Fig. 1: met1 routing
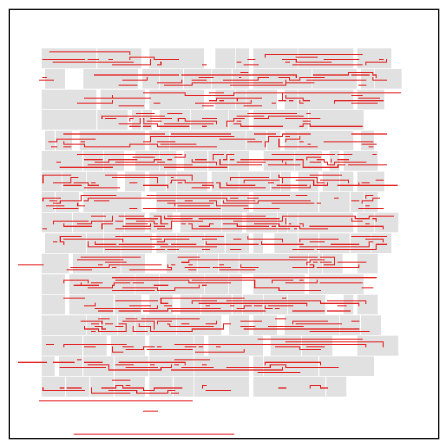
Fig. 2: met2 routing
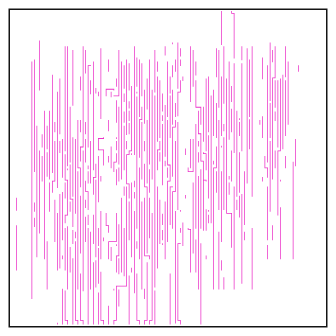
Fig. 3: the metal 3 layer
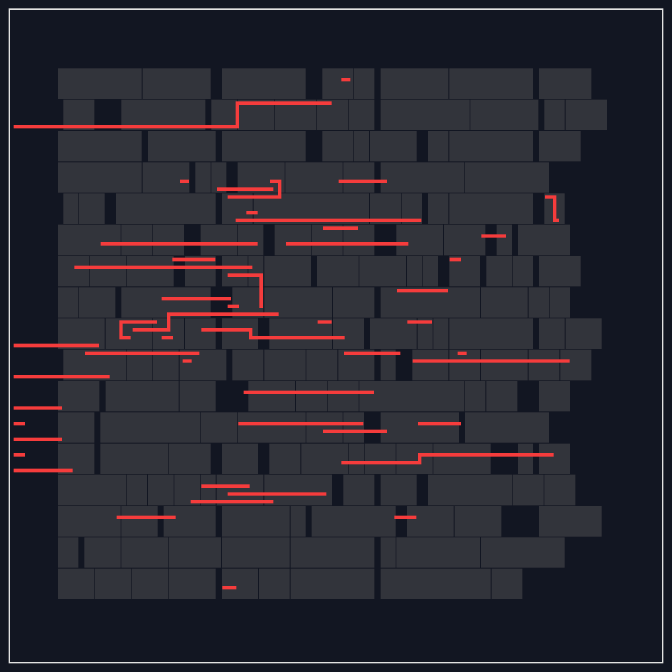
Fig. 4: metal 4
Bar = 20 um.
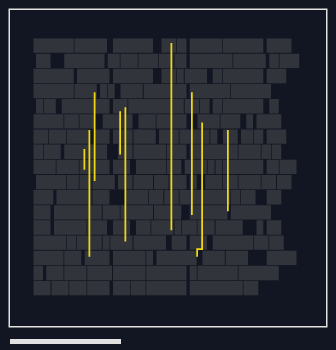
<file path="src/rtl/hazard_pkg.sv">
// hazard_pkg: opcode, FSM state and default timing constants for pipeline_hazard_ctrl
package hazard_pkg;
  localparam logic [3:0] LW = 4'h8, SW = 4'h9, B = 4'hC, BR = 4'hD, HLT = 4'hF;
  localparam logic [2:0] RUN = 3'd0, MEM_WAIT = 3'd1, FLUSH = 3'd2, DRAIN = 3'd3, HALTED = 3'd4;
  localparam int MEM_TIMEOUT_DEF = 15;
  localparam int DRAIN_CYCLES_DEF = 3;
endpackage

</file>
<file path="src/rtl/hazard_detect.sv">
// hazard_detect: combinational load-use compare (ex_opcode, ex_rd, id_rs, id_rt -> load_use); R0 never hazards
module hazard_detect
  import hazard_pkg::*;
(
  input  logic [3:0] ex_opcode,
  input  logic [3:0] ex_rd,
  input  logic [3:0] id_rs,
  input  logic [3:0] id_rt,
  output logic       load_use
);
  assign load_use = (ex_opcode == LW) && (ex_rd != 4'd0) && (ex_rd == id_rs || ex_rd == id_rt);
endmodule

</file>
<file path="src/rtl/pipeline_hazard_ctrl.sv">
// pipeline_hazard_ctrl: 5-stage stall/flush sequencer (in: clk rst id_* ex_* branch_taken mem_req mem_ready; out: pc_wen *_stall *_flush halted err_timeout; HAZARD_PERF_CNT_EN adds stall_cycles/flush_count)
module pipeline_hazard_ctrl
  import hazard_pkg::*;
#(
  parameter int MEM_TIMEOUT  = MEM_TIMEOUT_DEF,
  parameter int DRAIN_CYCLES = DRAIN_CYCLES_DEF
) (
  input  logic       clk,
  input  logic       rst,
  input  logic [3:0] id_opcode,
  input  logic [3:0] id_rs,
  input  logic [3:0] id_rt,
  input  logic [3:0] ex_opcode,
  input  logic [3:0] ex_rd,
  input  logic       branch_taken,
  input  logic       mem_req,
  input  logic       mem_ready,
  output logic       pc_wen,
  output logic       if_id_stall,
  output logic       id_ex_stall,
  output logic       ex_mem_stall,
  output logic       mem_wb_stall,
  output logic       if_id_flush,
  output logic       id_ex_flush,
  output logic       halted,
  output logic       err_timeout
`ifdef HAZARD_PERF_CNT_EN
  ,
  output logic [31:0] stall_cycles,
  output logic [15:0] flush_count
`endif
);
  logic [2:0] r_state, w_next;
  logic [3:0] r_wait_cnt, r_drain_cnt;
  logic       r_dwait, r_err;
  logic       w_load_use, w_taken, w_run, w_mem_start, w_mem_hold, w_mem_stall;
  logic       w_flush_br, w_halt_ex, w_lu, w_drain, w_halted, w_unused;
  hazard_detect u_detect (
    .ex_opcode(ex_opcode),
    .ex_rd    (ex_rd),
    .id_rs    (id_rs),
    .id_rt    (id_rt),
    .load_use (w_load_use)
  );
  assign w_unused = ^id_opcode;
  assign w_taken  = (ex_opcode == B || ex_opcode == BR) && branch_taken;
  assign w_halted = r_state == HALTED;
  // The instruction frozen in EX leaves on the mem_ready edge, so its branch/HLT/load-use must be acted on in that cycle
  assign w_run       = r_state == RUN || (r_state == MEM_WAIT && mem_ready);
  // Inside DRAIN, r_dwait remembers an outstanding access so drain_cnt stays frozen until mem_ready
  assign w_mem_start = (w_run || (r_state == DRAIN && !r_dwait)) && mem_req && !mem_ready;
  assign w_mem_hold  = (r_state == MEM_WAIT || r_dwait) && !mem_ready;
  assign w_mem_stall = w_mem_start || w_mem_hold;
  assign w_flush_br  = w_run && !w_mem_stall && w_taken;
  assign w_halt_ex   = w_run && !w_mem_stall && !w_taken && ex_opcode == HLT;
  assign w_lu        = w_run && !w_mem_stall && !w_taken && ex_opcode != HLT && w_load_use;
  assign w_drain     = r_state == DRAIN && !w_mem_stall;
  assign ex_mem_stall = w_mem_stall || w_halted;
  assign mem_wb_stall = w_mem_stall || w_halted;
  assign if_id_stall  = w_mem_stall || w_halted || w_lu;
  assign id_ex_stall  = w_mem_stall || w_halted || w_lu;
  assign if_id_flush  = w_flush_br || w_halt_ex || w_drain;
  assign id_ex_flush  = w_flush_br || w_halt_ex;
  assign pc_wen       = !(w_mem_stall || w_halted || w_halt_ex || w_lu || r_state == DRAIN);
  assign halted       = w_halted;
  assign err_timeout  = r_err;
  assign w_next = (w_run && w_mem_stall)                  ? MEM_WAIT :
                  w_flush_br                              ? FLUSH    :
                  w_halt_ex                               ? DRAIN    :
                  (w_run || r_state == FLUSH)             ? RUN      :
                  (w_drain && r_drain_cnt == 4'd0)        ? HALTED   : r_state;
  always_ff @(posedge clk) begin
    if (rst) begin
      r_state     <= RUN;
      r_wait_cnt  <= 4'd0;
      r_drain_cnt <= 4'd0;
      r_dwait     <= 1'b0;
      r_err       <= 1'b0;
    end else begin
      r_state <= w_next;
      r_dwait <= r_state == DRAIN && w_mem_stall;
      if (w_mem_start) r_wait_cnt <= 4'd1;
      else if (w_mem_hold) begin
        if (r_wait_cnt == 4'(MEM_TIMEOUT)) r_err <= 1'b1;
        if (r_wait_cnt != 4'hF) r_wait_cnt <= r_wait_cnt + 4'd1;
      end
      if (w_halt_ex) r_drain_cnt <= 4'(DRAIN_CYCLES - 1);
      else if (w_drain && r_drain_cnt != 4'd0) r_drain_cnt <= r_drain_cnt - 4'd1;
    end
  end
`ifdef HAZARD_PERF_CNT_EN
  logic [31:0] r_stall_cycles;
  logic [15:0] r_flush_count;
  always_ff @(posedge clk) begin
    if (rst) begin
      r_stall_cycles <= 32'd0;
      r_flush_count  <= 16'd0;
    end else begin
      if (!pc_wen && !w_halted && r_stall_cycles != '1) r_stall_cycles <= r_stall_cycles + 32'd1;
      if (w_flush_br && r_flush_count != '1) r_flush_count <= r_flush_count + 16'd1;
    end
  end
  assign stall_cycles = r_stall_cycles;
  assign flush_count  = r_flush_count;
`endif
endmodule
</file>
<file path="config.mk">
export PLATFORM = sky130hd
export DESIGN_NAME = pipeline_hazard_ctrl
export DESIGN_NICKNAME = d
export VERILOG_FILES = /design/src/rtl/hazard_pkg.sv /design/src/rtl/hazard_detect.sv /design/src/rtl/pipeline_hazard_ctrl.sv
export SDC_FILE = /design/constraint.sdc
export NUM_CORES = 1
export LEC_CHECK = 0
export CAP_MARGIN = 20
export CORE_MARGIN = 4
export CORE_UTILIZATION = 40
export CTS_CLUSTER_SIZE = 8
export DETAILED_ROUTE_END_ITERATION = 12
export PLACE_DENSITY = 0.76
export SYNTH_ARGS = -nofsm -noshare
export SYNTH_HDL_FRONTEND = slang
export SYNTH_HIERARCHICAL = 1
export SYNTH_SLANG_ARGS = --single-unit
</file>
<file path="constraint.sdc">
create_clock -name clk -period 1.7 [get_ports clk]
set_clock_uncertainty 0.1 [all_clocks]
set_input_delay 0.255 -clock clk [delete_from_list [all_inputs] [get_ports clk]]
set_output_delay 0.255 -clock clk [all_outputs]
set_load 0.1 [all_outputs]
</file>
==> impl_metrics.ini <==
; yosys + openroad results
[final_layout]
nClkBuffers = 4
n_all_inverters = 7
combGateArea_um2 = 903
final-seq-area_um2 = 269
diodes = 0
largest_class = combinational gates
sh_seq_area = 0.137
fillerInstances = 86
bufAreaShareNonClock = 0.357
final_cells = 208
comb_share = 0.460
buffers = 68
drive_gt1_frac = 0.556
final_layout_top_logic_cells = buf_4 (25), buf_6 (14), dlygate4sd2_1 (11)
fin_util = 0.880
layout_top_cell = buf_4
final_area_um2 = 1960
nNetsFinal = 208
clock_cell_area_share = 0.0134
reg.largest.list = r_drain_cnt (4), r_wait_cnt (4), r_state (3)
num-multi-input-gates = 88
numSequentialCells = 13

[timing]
setup_viol = 17
worst_slew_pin_slew_ps = 374
layout_setup_ws_ps = -450
hold_violations = 0
fin_tns_setup_ps = -3300
period_used_share = 1.26
whs_ps = 409
post-route-min-period_ps = 2150
slew_headroom = 0.750
max_freq_mhz = 465
report.final.slew_viol_count = 0
rsz0062_at_grt = true

[global_route]
grt_pass1_vias = 1314
grt_max_degree = 9
antenna_found_initial = 0
grt_first_pass_wirelength_mm = 6.40
grt.busiest_layer = met2
grt_overflow = 0
grt_use_total = 0.261

[die]
fp.dieH_um = 56.7
row_count = 17
dieArea_um2 = 3220
taps = 28
fp_util = 0.425
pin_count = 34
die_x_um = 56.7
coreArea_um2 = 2230

[synthesis]
yosys_most_used_dff = dfxtp_1
ys_cells = 113
synthTopLogicFamily = simple AND/OR/NAND/NOR gates
muxShareOfSynthArea = 0.0487
synth_simple_gate_area_share = 0.266
adder_share = 0.0264
xor_share = 0.0922
synth_flop_count = 13
netlist_top_cells_count = dfxtp_1 (13), a21oi_1 (10), nor2_1 (10)
async_flop_share = 0
fp_nets = 140
syn-mean-instance-area_um2 = 8.40
syn_area_um2 = 950
postSynthSeqShare = 0.274
top_cell = dfxtp_1
synthTopCellsByArea = dfxtp_1 (27%), xnor2_1 (8.3%), a21oi_1 (5.3%), nor2_1 (4.0%), o211ai_1 (3.2%)
yosys.area.top_type = dfxtp_1
edf_count = 0
top_area_frac = 0.274
ys_types = 41
ys_sh_aoi = 0.231
ys_area_um2 = 950
ys.warnings.count = 6

[place]
port_buffers = 29
hpwl_mm = 2.34
globalplace.congestion = 0.883
dp_slack_ps = -576
placed_cells_incl_taps = 192
dpl_cell_area_um2 = 1600

[drt]
via_per_inst = 6.01
drc = 0
drt-met1-wl_mm = 1.89
drtPass1Iterations = 4
drt_iter0_markers = 79
wire_per_inst_um = 23.1
met3WireLength_um = 296
wl_met2_mm = 2.46
final_antenna_net_count = 0

[worst_setup_path]
r2r-end = r_drain_cnt[3]
reg2reg_depth = 8
rr_startpoint = r_state[2]
crit_chain = and3b_1, o21ai_2, o311ai_4, nor4bb_4, buf_12
cpPeakStageDelay_ps = 380
worst-r2r-setup-slack_ps = -220
path_delay_family = simple AND/OR/NAND/NOR gates
crit_start = r_state[0]
cp_num_buf_inv = 1
critPathKind = reg2out
cp-end-kind = output port
cp-start-kind = flip-flop
cp_slowest_cell = dfxtp_4
cp-endpoint = pc_wen
cp.required_ps = 1340
cp.arrival_ps = 1800
path_max_fanout = 5
worstSetupPathDepth = 5

[pwr]
sequentialPowerShare = 0.324
p_leak_nw = 0.832
p_switching_w = 0.000387
clock_power_w = 0.000219
seq_power_w = 0.000320
p_int_w = 0.000600
p_comb_frac = 0.455
top_power_group = combinational cells
irDropWorstVdd_v = 0.000459
p_per_area_nw_per_um2 = 503
netSwitchingFraction = 0.392
p_comb_w = 0.000449
power_w = 0.000988
power.clock.fraction = 0.222

[clock_network]
root_buffer = clkbuf_4
cts_hold_buf = 0
insertion_delay_ps = 310
clock_tree.buffer_depth = 2
cts.clk_slew.worst_paths_ps = 90
htreeDepth = 1
clock_sinks = 13
cts_tree = built
numCtsBuffers = 3
postCtsSetupBuffers = 8
cts_resized = 53

[worst_hold_path]
min_path_type = reg2reg
hold_depth = 2
hold_end = r_wait_cnt[1]
min_from = r_wait_cnt[1]

[flow_run]
warnings = 33
maxCapViolCount = 0

[status]
status = complete, but fails checks
violations = setup timing
## Picture notes: Fig. 1
The layer holds 39% of the routed length. The wires run mostly horizontal. 192 nets have wire on it. The longest straight run is 35.0 um.
total number of vias: 1251
M1 GR Usage: 0.286
final WL: 4.81 mm

## Picture notes: Fig. 2
The wires run mostly vertical. The layer carries 2460 um of wire.
met2 usage: 0.442

## Picture notes: Fig. 3
The wires run mostly horizontal. The layer carries 296 um of wire. 35 nets have wire on it. The layer holds 6.2% of the routed length.
GR Util met3: 0.0920

## Picture notes: Fig. 4
The layer holds 3.5% of the routed length. 9 nets have wire on it.

